<file path="config.mk">
export PLATFORM = sky130hd
export DESIGN_NAME = facto_bus_master
export DESIGN_NICKNAME = d
export VERILOG_FILES = /design/src/rtl/facto_pkg.sv /design/src/rtl/facto_bus_if.sv /design/src/rtl/facto_bus_master.sv
export SDC_FILE = /design/constraint.sdc
export NUM_CORES = 1
export LEC_CHECK = 0
export CAP_MARGIN = 25
export CORE_UTILIZATION = 30
export CTS_CLUSTER_DIAMETER = 100
export DETAILED_ROUTE_END_ITERATION = 10
export GPL_ROUTABILITY_DRIVEN = 0
export HOLD_SLACK_MARGIN = 0.15
export PLACE_DENSITY_LB_ADDON = 0.1
export SLEW_MARGIN = 25
export SYNTH_ARGS = -nofsm -noshare
export SYNTH_HDL_FRONTEND = slang
export SYNTH_SLANG_ARGS = --single-unit
</file>
<file path="constraint.sdc">
create_clock -name i_clk -period 4.57 [get_ports i_clk]
set_clock_uncertainty 0.05 [all_clocks]
set_input_delay 0.914 -clock i_clk [delete_from_list [all_inputs] [get_ports i_clk]]
set_output_delay 0.914 -clock i_clk [all_outputs]
set_load 0.01 [all_outputs]
</file>
<file path="src/rtl/facto_pkg.sv">
// Shared constants and state encoding for the factorial-core bus master.
package facto_pkg;

    localparam int RESULT_W = 128;
    localparam int DATA_W   = 64;
    localparam int ADDR_W   = 16;
    localparam int OFS_W    = 8;

    localparam logic [OFS_W-1:0] OFS_OPSTART  = 8'h00;
    localparam logic [OFS_W-1:0] OFS_OPCLEAR  = 8'h08;
    localparam logic [OFS_W-1:0] OFS_OPDONE   = 8'h10;
    localparam logic [OFS_W-1:0] OFS_INTREN   = 8'h18;
    localparam logic [OFS_W-1:0] OFS_OPERAND  = 8'h20;
    localparam logic [OFS_W-1:0] OFS_RESULT_H = 8'h28;
    localparam logic [OFS_W-1:0] OFS_RESULT_L = 8'h30;

    typedef enum logic [3:0] {
        ST_IDLE,
        ST_WR_CLR0,
        ST_WR_OPND,
        ST_WR_INTR,
        ST_WR_START,
        ST_WAIT,
        ST_RD_DONE,
        ST_RD_H,
        ST_RD_L,
        ST_WR_STOP,
        ST_WR_CLR1,
        ST_FIN
    } state_e;

endpackage

</file>
<file path="src/rtl/facto_bus_if.sv">
// Registered single-cycle transaction driver for the factorial core slave port.
module facto_bus_if
    import facto_pkg::*;
#(
    parameter logic [ADDR_W-1:0] BASE_ADDR = 16'h0000
) (
    input  logic              i_clk,
    input  logic              i_reset_n,
    input  logic              i_cmd_valid,
    input  logic              i_cmd_wr,
    input  logic [OFS_W-1:0]  i_cmd_ofs,
    input  logic [DATA_W-1:0] i_cmd_data,
    output logic              o_m_sel,
    output logic              o_m_wr,
    output logic [ADDR_W-1:0] o_m_addr,
    output logic [DATA_W-1:0] o_m_dout,
    input  logic [DATA_W-1:0] i_m_din,
    output logic [DATA_W-1:0] o_rd_data,
    output logic              o_rd_valid
);

    logic              r_sel;
    logic              r_wr;
    logic [ADDR_W-1:0] r_addr;
    logic [DATA_W-1:0] r_dout;

    // Idle cycles drive address/data to zero rather than holding stale values.
    always_ff @(posedge i_clk or negedge i_reset_n) begin
        if (!i_reset_n) begin
            r_sel  <= 1'b0;
            r_wr   <= 1'b0;
            r_addr <= '0;
            r_dout <= '0;
        end else if (i_cmd_valid) begin
            r_sel  <= 1'b1;
            r_wr   <= i_cmd_wr;
            r_addr <= BASE_ADDR + {{(ADDR_W-OFS_W){1'b0}}, i_cmd_ofs};
            r_dout <= i_cmd_wr ? i_cmd_data : '0;
        end else begin
            r_sel  <= 1'b0;
            r_wr   <= 1'b0;
            r_addr <= '0;
            r_dout <= '0;
        end
    end

    assign o_m_sel    = r_sel;
    assign o_m_wr     = r_wr;
    assign o_m_addr   = r_addr;
    assign o_m_dout   = r_dout;
    assign o_rd_data  = i_m_din;
    assign o_rd_valid = r_sel & ~r_wr;

endmodule

</file>
<file path="src/rtl/facto_bus_master.sv">
// Sequences one factorial computation per request over the core's slave port.
// Build option FACTO_MASTER_IRQ_EN: wait on the core interrupt instead of polling opdone.
//
// state       | meaning
// ------------+-------------------------------------------------
// IDLE        | waiting for req; operand latched on acceptance
// WR_CLR0     | write opclear=0
// WR_OPND     | write operand
// WR_INTR     | write intrEn (1 in IRQ build, else 0)
// WR_START    | write opstart=1
// WAIT        | no transaction; wait for interrupt or poll gap
// RD_DONE     | read opdone (polling build only)
// RD_H        | read result_h into result[127:64]
// RD_L        | read result_l into result[63:0]
// WR_STOP     | write opstart=0
// WR_CLR1     | write opclear=1
// FIN         | done pulse, busy low
module facto_bus_master
    import facto_pkg::*;
#(
    parameter logic [ADDR_W-1:0] BASE_ADDR = 16'h0000,
    parameter int                POLL_GAP  = 4
) (
    input  logic                i_clk,
    input  logic                i_reset_n,
    input  logic                i_req,
    input  logic [DATA_W-1:0]   i_req_operand,
    output logic                o_busy,
    output logic                o_done,
    output logic [RESULT_W-1:0] o_result,
    output logic                o_m_sel,
    output logic                o_m_wr,
    output logic [ADDR_W-1:0]   o_m_addr,
    output logic [DATA_W-1:0]   o_m_dout,
    input  logic [DATA_W-1:0]   i_m_din,
    input  logic                i_interrupt
);

`ifdef FACTO_MASTER_IRQ_EN
    localparam logic [DATA_W-1:0] INTR_VAL = 64'd1;
`else
    localparam logic [DATA_W-1:0] INTR_VAL = 64'd0;
`endif
    localparam logic [7:0] GAP_RELOAD = 8'(POLL_GAP - 1);

    state_e              r_state;
    state_e              w_next;
    logic [DATA_W-1:0]   r_operand;
    logic                r_busy;
    logic                r_done;
    logic [RESULT_W-1:0] r_result;
    logic [7:0]          r_poll_cnt;

    logic                w_cmd_valid;
    logic                w_cmd_wr;
    logic [OFS_W-1:0]    w_cmd_ofs;
    logic [DATA_W-1:0]   w_cmd_data;
    logic [DATA_W-1:0]   w_rd_data;
    logic                w_rd_valid;

    facto_bus_if #(
        .BASE_ADDR (BASE_ADDR)
    ) u_bus_if (
        .i_clk       (i_clk),
        .i_reset_n   (i_reset_n),
        .i_cmd_valid (w_cmd_valid),
        .i_cmd_wr    (w_cmd_wr),
        .i_cmd_ofs   (w_cmd_ofs),
        .i_cmd_data  (w_cmd_data),
        .o_m_sel     (o_m_sel),
        .o_m_wr      (o_m_wr),
        .o_m_addr    (o_m_addr),
        .o_m_dout    (o_m_dout),
        .i_m_din     (i_m_din),
        .o_rd_data   (w_rd_data),
        .o_rd_valid  (w_rd_valid)
    );

    always_comb begin
        w_next      = r_state;
        w_cmd_valid = 1'b0;
        w_cmd_wr    = 1'b0;
        w_cmd_ofs   = '0;
        w_cmd_data  = '0;

        case (r_state)
            ST_IDLE:     if (i_req) w_next = ST_WR_CLR0;
            ST_WR_CLR0:  w_next = ST_WR_OPND;
            ST_WR_OPND:  w_next = ST_WR_INTR;
            ST_WR_INTR:  w_next = ST_WR_START;
            ST_WR_START: w_next = ST_WAIT;
`ifdef FACTO_MASTER_IRQ_EN
            ST_WAIT:     if (i_interrupt) w_next = ST_RD_H;
`else
            ST_WAIT:     if (r_poll_cnt == 8'd0) w_next = ST_RD_DONE;
`endif
            ST_RD_DONE:  w_next = w_rd_data[0] ? ST_RD_H : ST_WAIT;
            ST_RD_H:     w_next = ST_RD_L;
            ST_RD_L:     w_next = ST_WR_STOP;
            ST_WR_STOP:  w_next = ST_WR_CLR1;
            ST_WR_CLR1:  w_next = ST_FIN;
            ST_FIN:      w_next = ST_IDLE;
            default:     w_next = ST_IDLE;
        endcase

        // The bus driver registers the command, so it is issued for the state being
        // entered; the transaction then lands in that state's own cycle.
        case (w_next)
            ST_WR_CLR0: begin
                w_cmd_valid = 1'b1; w_cmd_wr = 1'b1; w_cmd_ofs = OFS_OPCLEAR; w_cmd_data = 64'd0;
            end
            ST_WR_OPND: begin
                w_cmd_valid = 1'b1; w_cmd_wr = 1'b1; w_cmd_ofs = OFS_OPERAND; w_cmd_data = r_operand;
            end
            ST_WR_INTR: begin
                w_cmd_valid = 1'b1; w_cmd_wr = 1'b1; w_cmd_ofs = OFS_INTREN; w_cmd_data = INTR_VAL;
            end
            ST_WR_START: begin
                w_cmd_valid = 1'b1; w_cmd_wr = 1'b1; w_cmd_ofs = OFS_OPSTART; w_cmd_data = 64'd1;
            end
            ST_RD_DONE: begin
                w_cmd_valid = 1'b1; w_cmd_ofs = OFS_OPDONE;
            end
            ST_RD_H: begin
                w_cmd_valid = 1'b1; w_cmd_ofs = OFS_RESULT_H;
            end
            ST_RD_L: begin
                w_cmd_valid = 1'b1; w_cmd_ofs = OFS_RESULT_L;
            end
            ST_WR_STOP: begin
                w_cmd_valid = 1'b1; w_cmd_wr = 1'b1; w_cmd_ofs = OFS_OPSTART; w_cmd_data = 64'd0;
            end
            ST_WR_CLR1: begin
                w_cmd_valid = 1'b1; w_cmd_wr = 1'b1; w_cmd_ofs = OFS_OPCLEAR; w_cmd_data = 64'd1;
            end
            default: ;
        endcase
    end

    always_ff @(posedge i_clk or negedge i_reset_n) begin
        if (!i_reset_n) begin
            r_state   <= ST_IDLE;
            r_operand <= '0;
            r_busy    <= 1'b0;
            r_done    <= 1'b0;
            r_result  <= '0;
        end else begin
            r_state <= w_next;
            r_busy  <= (w_next != ST_IDLE) && (w_next != ST_FIN);
            r_done  <= (w_next == ST_FIN);
            if (r_state == ST_IDLE && i_req)
                r_operand <= i_req_operand;
            if (w_rd_valid && r_state == ST_RD_H)
                r_result[RESULT_W-1:DATA_W] <= w_rd_data;
            if (w_rd_valid && r_state == ST_RD_L)
                r_result[DATA_W-1:0] <= w_rd_data;
        end
    end

    // Gap down-counter: loaded on every WAIT entry, WAIT exits at terminal count zero.
    always_ff @(posedge i_clk or negedge i_reset_n) begin
        if (!i_reset_n) begin
            r_poll_cnt <= 8'd0;
        end else if (r_state == ST_WR_START || r_state == ST_RD_DONE) begin
            r_poll_cnt <= GAP_RELOAD;
        end else if (r_state == ST_WAIT && r_poll_cnt != 8'd0) begin
            r_poll_cnt <= r_poll_cnt - 8'd1;
        end
    end

`ifdef FACTO_MASTER_IRQ_EN
    logic [7:0] w_unused_gap;
    assign w_unused_gap = r_poll_cnt;
`else
    logic w_unused_irq;
    assign w_unused_irq = i_interrupt;
`endif

    assign o_busy   = r_busy;
    assign o_done   = r_done;
    assign o_result = r_result;

endmodule

</file>
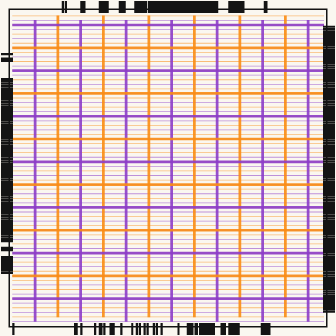
(images/pdn.png)
Pins as bars on the die edge.
colour	net
orange	VDD
purple	VSS
met5 straps	13
met1 rails	68
signal pins	344
rows	67
met4 straps	13
width of the die: 188 um
Core ar.: 33900 um2
die extent in y: 188 um

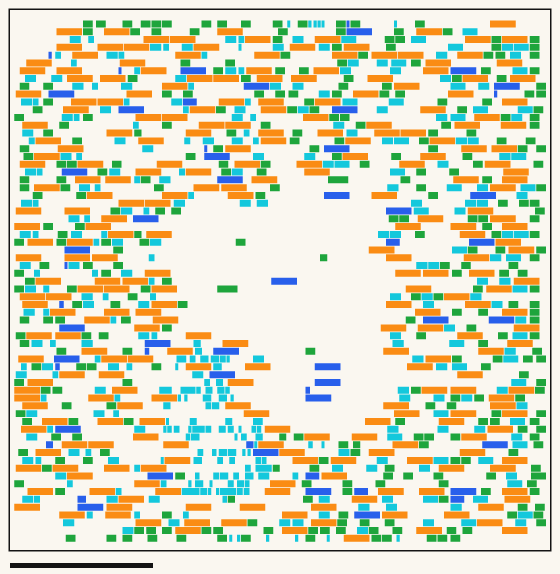
(images/cell_classes.png)
The bar under the picture is 50 um long.
colour	class	cells	share of their area
blue	clock drivers and dummy loads	55	7.2%
orange	flip-flops	275	47%
green	other buffers and delay cells	338	23%
cyan	all other logic	352	23%
utilization after layout: 45.0%
number of placement rows: 67
Post-Layout Inst Area: 15200 um2
proportion of cell area occupied by registers: 45.2%

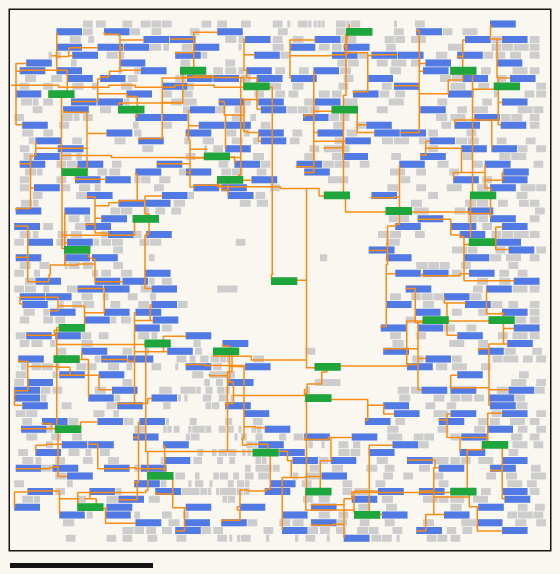
(images/clock_map.png)
The bar under the picture is 50 um long.
[orange] clock wires | length: 3870 um
[blue] flip-flops | count: 275
[green] cells driving clock nets | count: 34
flops lie	spread over the die

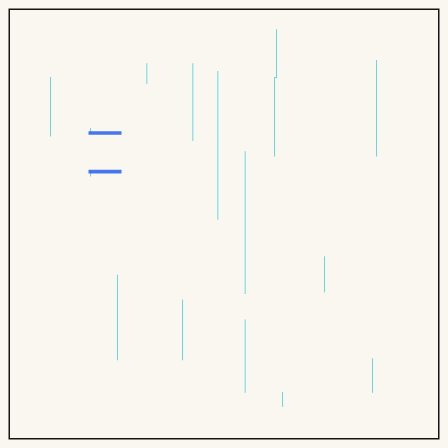
(images/metal_stack.png)
Only two layers are drawn.
colour	layer	wire length
blue	met5	25.8 um
cyan	met4	432 um

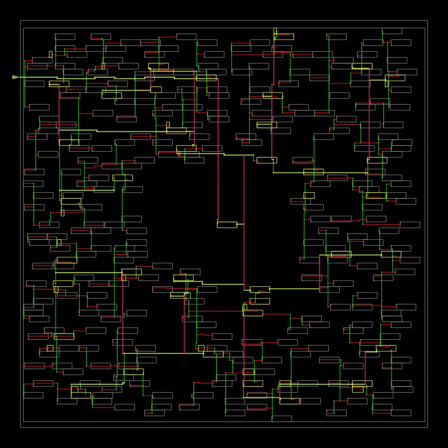
(images/final_clocks.png)
Clock net power: 0.00253 W
clock insertion delay at the later pin of the skew report: 500 ps
clock buffers created by TritonCTS: 34
clock sinks: 275

==> report_table.html <==
<h2>Implementation results</h2>
<table>
<tr><th>Metric</th><th>Value</th></tr>
<tr><th colspan="2">Outcome</th></tr>
<tr><td>Status</td><td>finished, final reports clean</td></tr>
<tr><th colspan="2">Cells and area</th></tr>
<tr><td>Cell kind with the greatest summed area</td><td>sequential cells</td></tr>
<tr><td>Ratio of cells with drive above 1 in the final layout</td><td>24.4%</td></tr>
<tr><td>Number of logic gates</td><td>348</td></tr>
<tr><td>Most numerous logic cell after layout</td><td>clkdlybuf4s50_1</td></tr>
<tr><td>Number of non-filler instances in the completed layout</td><td>1469</td></tr>
<tr><td>Combinational share of cell area</td><td>21.8%</td></tr>
<tr><td>Post-layout net count</td><td>1134</td></tr>
<tr><td>Seq_cells</td><td>~280</td></tr>
<tr><td>Antenna diodes</td><td>1</td></tr>
<tr><th colspan="2">Final timing</th></tr>
<tr><td>Minimum hold slack</td><td>407 ps</td></tr>
<tr><td>RSZ-0062 raised after global routing</td><td>no</td></tr>
<tr><td>Endpoints failing hold</td><td>0</td></tr>
<tr><td>Highest clock frequency the design can meet</td><td>between 300 and 400 MHz</td></tr>
<tr><th colspan="2">Yosys</th></tr>
<tr><td>Synth Instances</td><td>661</td></tr>
<tr><td>Adder share</td><td>0.120%</td></tr>
<tr><td>Portion of the post-synthesis area used by sequential elements</td><td>between 60% and 70%</td></tr>
<tr><td>Top cells by instance count after synthesis</td><td>dfrtp_1 (275), mux2_2 (138), and2_1 (64)</td></tr>
<tr><td>Synthesized chip area reported by yosys</td><td>10400 um2</td></tr>
<tr><td>Most common cell in the netlist</td><td>dfrtp_1</td></tr>
<tr><td>Count of library flops with an enable pin</td><td>0</td></tr>
<tr><td>Share of flip-flops with an asynchronous set or reset</td><td>100%</td></tr>
<tr><td>Synth Area in Compound Gates</td><td>approximately 2.1%</td></tr>
<tr><td>Mux frac, synth</td><td>22.2%</td></tr>
<tr><th colspan="2">GRT</th></tr>
<tr><td>Met1 Resource Use GR</td><td>18.5%</td></tr>
<tr><td>Maximum number of pins on one net before global-route repair</td><td>110</td></tr>
<tr><th colspan="2">Setup path</th></tr>
<tr><td>Startpoint kind of the worst setup timing path</td><td>flop</td></tr>
<tr><td>Sort of element at the end of the critical path</td><td>flop</td></tr>
<tr><td>Kind of critical path</td><td>reg2reg</td></tr>
<tr><td>Combined buffer and inverter count along the critical path</td><td>1</td></tr>
<tr><th colspan="2">Min path</th></tr>
<tr><td>Class of the tightest hold or removal check</td><td>reg2reg</td></tr>
<tr><th colspan="2">Clock network</th></tr>
<tr><td>CTS tree</td><td>built</td></tr>
<tr><td>Root Buffer</td><td>clkbuf_16</td></tr>
<tr><td>Post-CTS Resized</td><td>0</td></tr>
<tr><th colspan="2">Floorplanning</th></tr>
<tr><td>Tap Cells</td><td>448</td></tr>
<tr><th colspan="2">Drt</th></tr>
<tr><td>DRT iter0 DRCs</td><td>176</td></tr>
<tr><td>Antenna Violating Nets Remaining</td><td>0</td></tr>
<tr><th colspan="2">Power and ir drop</th></tr>
<tr><td>Power group with the largest share</td><td>registers</td></tr>
</table>
worst paths after layout:
kind / from / to / slack, ps / cells after the start
setup / recovery: r_state[2]$_DFF_PN0_ / o_result[14]$_DFFE_PN0P_ / 1750 / 4
hold / removal: r_operand[55]$_DFFE_PN0P_ / u_bus_if.o_m_dout[55]$_DFF_PN0_ / 410 / 1
setup reg to reg: r_state[2]$_DFF_PN0_ / o_result[14]$_DFFE_PN0P_ / 1750 / 4
hold reg to reg: r_operand[55]$_DFFE_PN0P_ / u_bus_if.o_m_dout[55]$_DFF_PN0_ / 410 / 1
max in group asynchronous: i_reset_n / u_bus_if.o_m_dout[11]$_DFF_PN0_ / 2890 / 2
min in group asynchronous: i_reset_n / r_state[3]$_DFF_PN0_ / 440 / 1
Power and IR drop assume default switching activity.
